`config.mk`:
```
export PLATFORM = sky130hd
export DESIGN_NAME = id_stage
export DESIGN_NICKNAME = d
export VERILOG_FILES = /design/src/rtl/id_pkg.sv /design/src/rtl/id_regfile.sv /design/src/rtl/id_stage.sv
export SDC_FILE = /design/constraint.sdc
export NUM_CORES = 2
export LEC_CHECK = 0
export ABC_AREA = 1
export CAP_MARGIN = 25
export CELL_PAD_IN_SITES_DETAIL_PLACEMENT = 1
export CELL_PAD_IN_SITES_GLOBAL_PLACEMENT = 1
export CORE_ASPECT_RATIO = 1.2
export CORE_MARGIN = 8
export CORE_UTILIZATION = 40
export DETAILED_ROUTE_END_ITERATION = 10
export GPL_ROUTABILITY_DRIVEN = 0
export HOLD_SLACK_MARGIN = 0.1
export PLACE_DENSITY_LB_ADDON = 0.12
export SLEW_MARGIN = 30
export SYNTH_ARGS = -nofsm -noshare
export SYNTH_HDL_FRONTEND = slang
export SYNTH_HIERARCHICAL = 1
export SYNTH_SLANG_ARGS = --single-unit
```
`constraint.sdc`:
```
create_clock -name clk -period 4.72 [get_ports clk]
set_input_delay 0.944 -clock clk [delete_from_list [all_inputs] [get_ports clk]]
set_output_delay 0.944 -clock clk [all_outputs]
set_load 0.01 [all_outputs]
```
`src/rtl/id_pkg.sv`:
```
// Shared decode constants for the ID stage: opcodes, R-type funct codes,
// ALU control encodings and default widths.
package id_pkg;

    localparam int DEF_DATA_W   = 32;
    localparam int DEF_REG_AW   = 5;
    localparam int DEF_ALUCTR_W = 3;

    localparam logic [5:0] OP_RTYPE = 6'd0;
    localparam logic [5:0] OP_J     = 6'd2;
    localparam logic [5:0] OP_BEQ   = 6'd4;
    localparam logic [5:0] OP_LW    = 6'd35;
    localparam logic [5:0] OP_SW    = 6'd43;

    localparam logic [5:0] FN_ADD = 6'd32;
    localparam logic [5:0] FN_SUB = 6'd34;
    localparam logic [5:0] FN_AND = 6'd36;
    localparam logic [5:0] FN_OR  = 6'd37;
    localparam logic [5:0] FN_SLT = 6'd42;

    typedef enum logic [2:0] {
        ALU_ADD = 3'd0,
        ALU_SUB = 3'd1,
        ALU_SLT = 3'd2,
        ALU_AND = 3'd3,
        ALU_OR  = 3'd4
    } alu_op_e;

endpackage

```
`src/rtl/id_regfile.sv`:
```
// Register file: two asynchronous read ports, one write port, R0 hardwired to zero.
// Optional write-through read when ID_WB_BYPASS_EN is defined.
module id_regfile
    import id_pkg::*;
#(
    parameter int DATA_W = DEF_DATA_W,
    parameter int REG_AW = DEF_REG_AW
) (
    input  logic              clk,
    input  logic              rst,
    input  logic [REG_AW-1:0] ra1,
    input  logic [REG_AW-1:0] ra2,
    output logic [DATA_W-1:0] rd1,
    output logic [DATA_W-1:0] rd2,
    input  logic [REG_AW-1:0] wa,
    input  logic [DATA_W-1:0] wd
);

`ifdef ID_WB_BYPASS_EN
    localparam bit BYPASS = 1'b1;
`else
    localparam bit BYPASS = 1'b0;
`endif

    logic [DATA_W-1:0] mem [2**REG_AW];

    always_ff @(posedge clk) begin
        if (rst) begin
            for (int i = 0; i < 2**REG_AW; i++) mem[i] <= '0;
        end else if (wa != '0) begin
            mem[wa] <= wd;
        end
    end

    // Bypass takes priority over the array; R0 overrides everything.
    always_comb begin
        rd1 = mem[ra1];
        rd2 = mem[ra2];
        if (BYPASS && wa != '0 && wa == ra1) rd1 = wd;
        if (BYPASS && wa != '0 && wa == ra2) rd2 = wd;
        if (ra1 == '0) rd1 = '0;
        if (ra2 == '0) rd2 = '0;
    end

endmodule

```
`src/rtl/id_stage.sv`:
```
// Instruction decode stage: register read, decode, load-use/branch hazard stall,
// beq/j redirect, and the D/X pipeline register. ID_WB_BYPASS_EN selects write-through reads.
module id_stage
    import id_pkg::*;
#(
    parameter int DATA_W   = DEF_DATA_W,
    parameter int REG_AW   = DEF_REG_AW,
    parameter int ALUCTR_W = DEF_ALUCTR_W
) (
    input  logic                clk,
    input  logic                rst,
    input  logic [31:0]         IR,
    input  logic                IR_valid,
    input  logic [DATA_W-1:0]   PC,
    input  logic [REG_AW-1:0]   MW_RD,
    input  logic [DATA_W-1:0]   MW_ALUout,
    output logic [DATA_W-1:0]   A,
    output logic [DATA_W-1:0]   B,
    output logic [DATA_W-1:0]   IMM,
    output logic [REG_AW-1:0]   RD,
    output logic [ALUCTR_W-1:0] ALUctr,
    output logic                ALUsrc,
    output logic                DX_lwFlag,
    output logic                DX_swFlag,
    output logic                DX_valid,
    output logic                stall,
    output logic                redirect,
    output logic [DATA_W-1:0]   redirect_pc
);

    logic [5:0]          op, funct;
    logic [REG_AW-1:0]   rs, rt, rd_f;
    logic [DATA_W-1:0]   imm_ext, rs_val, rt_val, pc4;
    logic                is_r, is_lw, is_sw, is_beq, is_j;
    logic                uses_rs, uses_rt, lw_hz, br_hz, issue;
    logic [ALUCTR_W-1:0] alu_nxt;

    assign op      = IR[31:26];
    assign funct   = IR[5:0];
    assign rs      = REG_AW'(IR[25:21]);
    assign rt      = REG_AW'(IR[20:16]);
    assign rd_f    = REG_AW'(IR[15:11]);
    assign imm_ext = {{(DATA_W-16){IR[15]}}, IR[15:0]};

    id_regfile #(.DATA_W(DATA_W), .REG_AW(REG_AW)) u_regfile (
        .clk (clk),
        .rst (rst),
        .ra1 (rs),
        .ra2 (rt),
        .rd1 (rs_val),
        .rd2 (rt_val),
        .wa  (MW_RD),
        .wd  (MW_ALUout)
    );

    always_comb begin
        is_r    = 1'b0;
        is_lw   = 1'b0;
        is_sw   = 1'b0;
        is_beq  = 1'b0;
        is_j    = 1'b0;
        alu_nxt = ALUCTR_W'(ALU_ADD);
        case (op)
            OP_RTYPE: begin
                is_r = 1'b1;
                case (funct)
                    FN_ADD:  alu_nxt = ALUCTR_W'(ALU_ADD);
                    FN_SUB:  alu_nxt = ALUCTR_W'(ALU_SUB);
                    FN_SLT:  alu_nxt = ALUCTR_W'(ALU_SLT);
                    FN_AND:  alu_nxt = ALUCTR_W'(ALU_AND);
                    FN_OR:   alu_nxt = ALUCTR_W'(ALU_OR);
                    default: is_r = 1'b0;
                endcase
            end
            OP_LW:   is_lw  = 1'b1;
            OP_SW:   is_sw  = 1'b1;
            OP_BEQ:  is_beq = 1'b1;
            OP_J:    is_j   = 1'b1;
            default: ;
        endcase
    end

    // Hazards only matter for operands the instruction actually reads.
    assign uses_rt = is_r | is_sw | is_beq;
    assign uses_rs = uses_rt | is_lw;
    assign lw_hz   = DX_valid & DX_lwFlag & (RD != '0) &
                     ((uses_rs & (RD == rs)) | (uses_rt & (RD == rt)));
    assign br_hz   = is_beq & DX_valid & (RD != '0) & ((RD == rs) | (RD == rt));
    assign stall   = IR_valid & (lw_hz | br_hz);
    assign issue   = IR_valid & ~stall & (is_r | is_lw | is_sw);

    assign pc4         = PC + DATA_W'(4);
    assign redirect    = IR_valid & ~stall & (is_j | (is_beq & (rs_val == rt_val)));
    assign redirect_pc = is_j ? {pc4[DATA_W-1:28], IR[25:0], 2'b00}
                              : pc4 + (imm_ext << 2);

    // ---- D/X pipeline register ----
    always_ff @(posedge clk) begin
        if (rst) begin
            A         <= '0;
            B         <= '0;
            IMM       <= '0;
            RD        <= '0;
            ALUctr    <= '0;
            ALUsrc    <= 1'b0;
            DX_lwFlag <= 1'b0;
            DX_swFlag <= 1'b0;
            DX_valid  <= 1'b0;
        end else begin
            DX_valid  <= issue;
            DX_lwFlag <= issue & is_lw;
            DX_swFlag <= issue & is_sw;
            RD        <= !issue ? '0 : is_r ? rd_f : is_lw ? rt : '0;
            if (issue) begin
                A      <= rs_val;
                B      <= rt_val;
                IMM    <= imm_ext;
                ALUctr <= alu_nxt;
                ALUsrc <= is_lw | is_sw;
            end
        end
    end

endmodule

```
Figure 1. Clock wiring as the flow saved it.
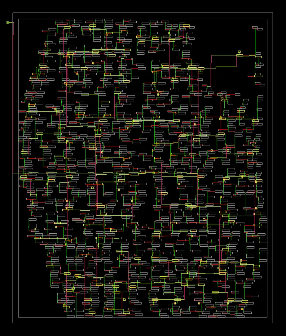
# clock sinks: 1116
Layout Skew: 0.0278 ns
clk_lat worst skew: 0.82 ns

Figure 2. Sequential cells grouped by signal name.
Scale bar: 100 um.
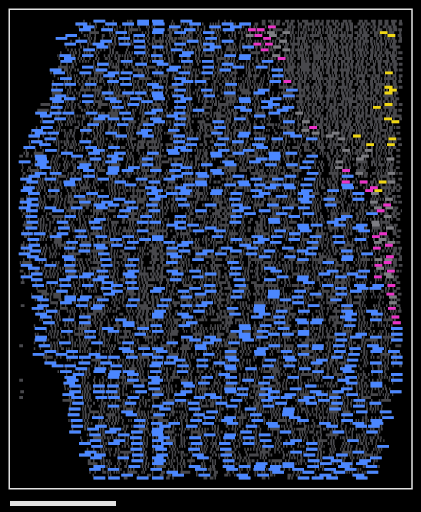
[`A`] magenta | placed flops: 32
[`u_regfile/mem`] blue | placed flops: 1024 | where: all over the die
[`IMM`] yellow | placed flops: 16 | where: upper right
not coloured: 44
Seq/total area: 39.3%
Seq power: 0.0116 W
Post-Route Utilization: 52.5%

==> results.cfg <==
; flow metrics
[flow_run]
cap_violations = 0

[logic_synthesis]
yosysChipArea_um2 = 63500
top_area_cell = edfxtp_1
yosys_cells = 8272
fa_ha_area_share_pct = 0.721

[final_timing]
hold_violations = 0
setup_viol = 22
setup_slack_ns = -0.463
rsz0062_at_grt = yes

[clock_tree]
clk_pin_slew_ns = 0.06
cts_tree = done

[status]
violations = setup timing
status = finished, violations left

[min_path]
hold_class = reg -> reg
hold_depth = 2

[place]
dp_hpwl_um = 210000
placed_area_um2 = 74100
place_ws_ns = -1.33

[power_and_ir_drop]
cellPowerDensity_nw_per_um2 = 334

[worst_setup_path]
path_cells = clkdlybuf4s15_1, nand2_2, nor2_1, inv_1, nor4_2, buf_4, nand4_1, xnor2_2, ha_4, a21oi_2, o21ai_2, a21oi_1, o211a_1, nand2_1, nand2_1, nand3_1, nand2_1, nand2_2, buf_6
Figure 3. Routed metal, one colour a layer.
Two of the layers only.
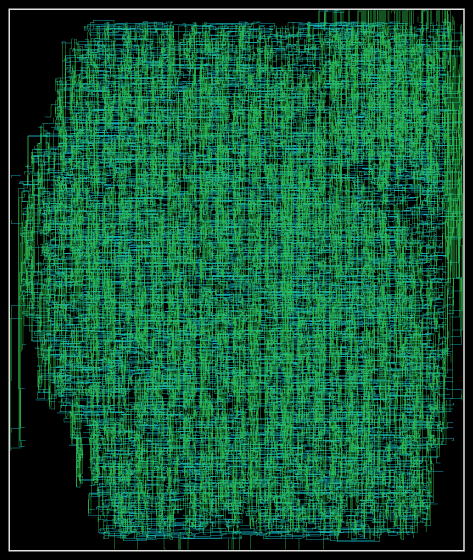
[met2] green | wire length: 156 mm
[met1] cyan | wire length: 121 mm
WL/cell: 29.9 um
routed wire length: 336000 um
Total GRT Usage: 36.6%
total number of vias: 67500

Figure 4. Ports around the boundary.
Pins as bars across the die edge, other pins in grey.
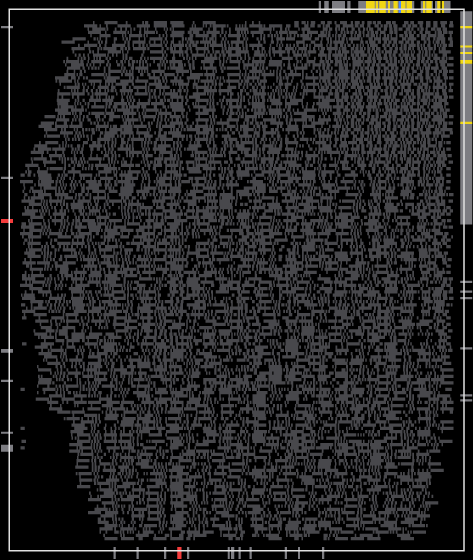
[`MW_RD`] red | pins: 5 | direction: input | edge: 3 bottom, 2 left
[`redirect`] blue | pins: 1 | direction: output | edge: top
[`PC`] yellow | pins: 32 | direction: input | edge: 26 top, 6 right
all pins by edge: 137 right, 82 top, 15 bottom, 12 left
Die W: 380 um
DIE HEIGHT: 453 um
Port-buffer cells: 245

-- report_power, final --
| group | total [W] | internal, W | leakage [nW] | switching [W] |
|---|---|---|---|---|
| combinational | 0.00563 | 0.00203 | 22.2 | 0.00360 |
| sequential | 0.0116 | 0.0113 | 10.5 | 0.000299 |
| clock | 0.0105 | 0.00606 | 2.09 | 0.00440 |
| total | 0.0277 | 0.0194 | 34.8 | 0.00829 |
-- worst max-delay path: cells and delay by family --
kind                       cells  cell delay [ns]
AOI/OAI and AO/OA              4             0.88
xor gates and xnor gates       1             0.29
and+or+nand+nor                9             1.14
adders and majority gates      1             0.28
buffers and inverters          4             0.68
-- timing repair --
action	in CTS	in global routing
setup buffers	52	41
gates resized	522	320
cloned	25	16
hold endpoints to repair	0	0
endpoints found under the setup margin	28	26
pin swaps	117	130
-- cells in the final DEF (no fill, tap or decap), drive strengths merged --
cell type / count
clkbuf: 188
o211ai: 32
nor3b: 1
dlygate4sd2: 13
buf: 1013
dfxtp: 92
nand3b: 3
and3: 1
o211a: 1
nand4: 20
a31oi: 4
o2111ai: 1
nor3: 31
xnor2: 33
nor4: 9
clkdlybuf4s50: 187
dlymetal6s2s: 4
a21o: 1
nand2: 2360
conb: 32
inv: 255
nand3: 1028
clkdlybuf4s15: 6
ha: 35
nor2: 1847
xor2: 37
or2: 15
edfxtp: 1024
bufbuf: 16
diode: 4
o41ai: 1
clkinv: 54
o21ai: 500
bufinv: 12
o21a: 2
a2111oi: 1
a21oi: 266
fa: 1
o21bai: 1
clkinvlp: 5
-- area by class of cell --
type,count,area (um^2)
clock inverters,71,667
repair buffers,1261,13200
inverters,250,1030
well taps,2106,2640
fillers,18700,75200
multi-input cells,6263,29200
clock buffers,166,3610
repair inverters,5,56.3
diodes,4,10.0
flip-flops and latches,1116,32600
Power and IR drop assume default switching activity.
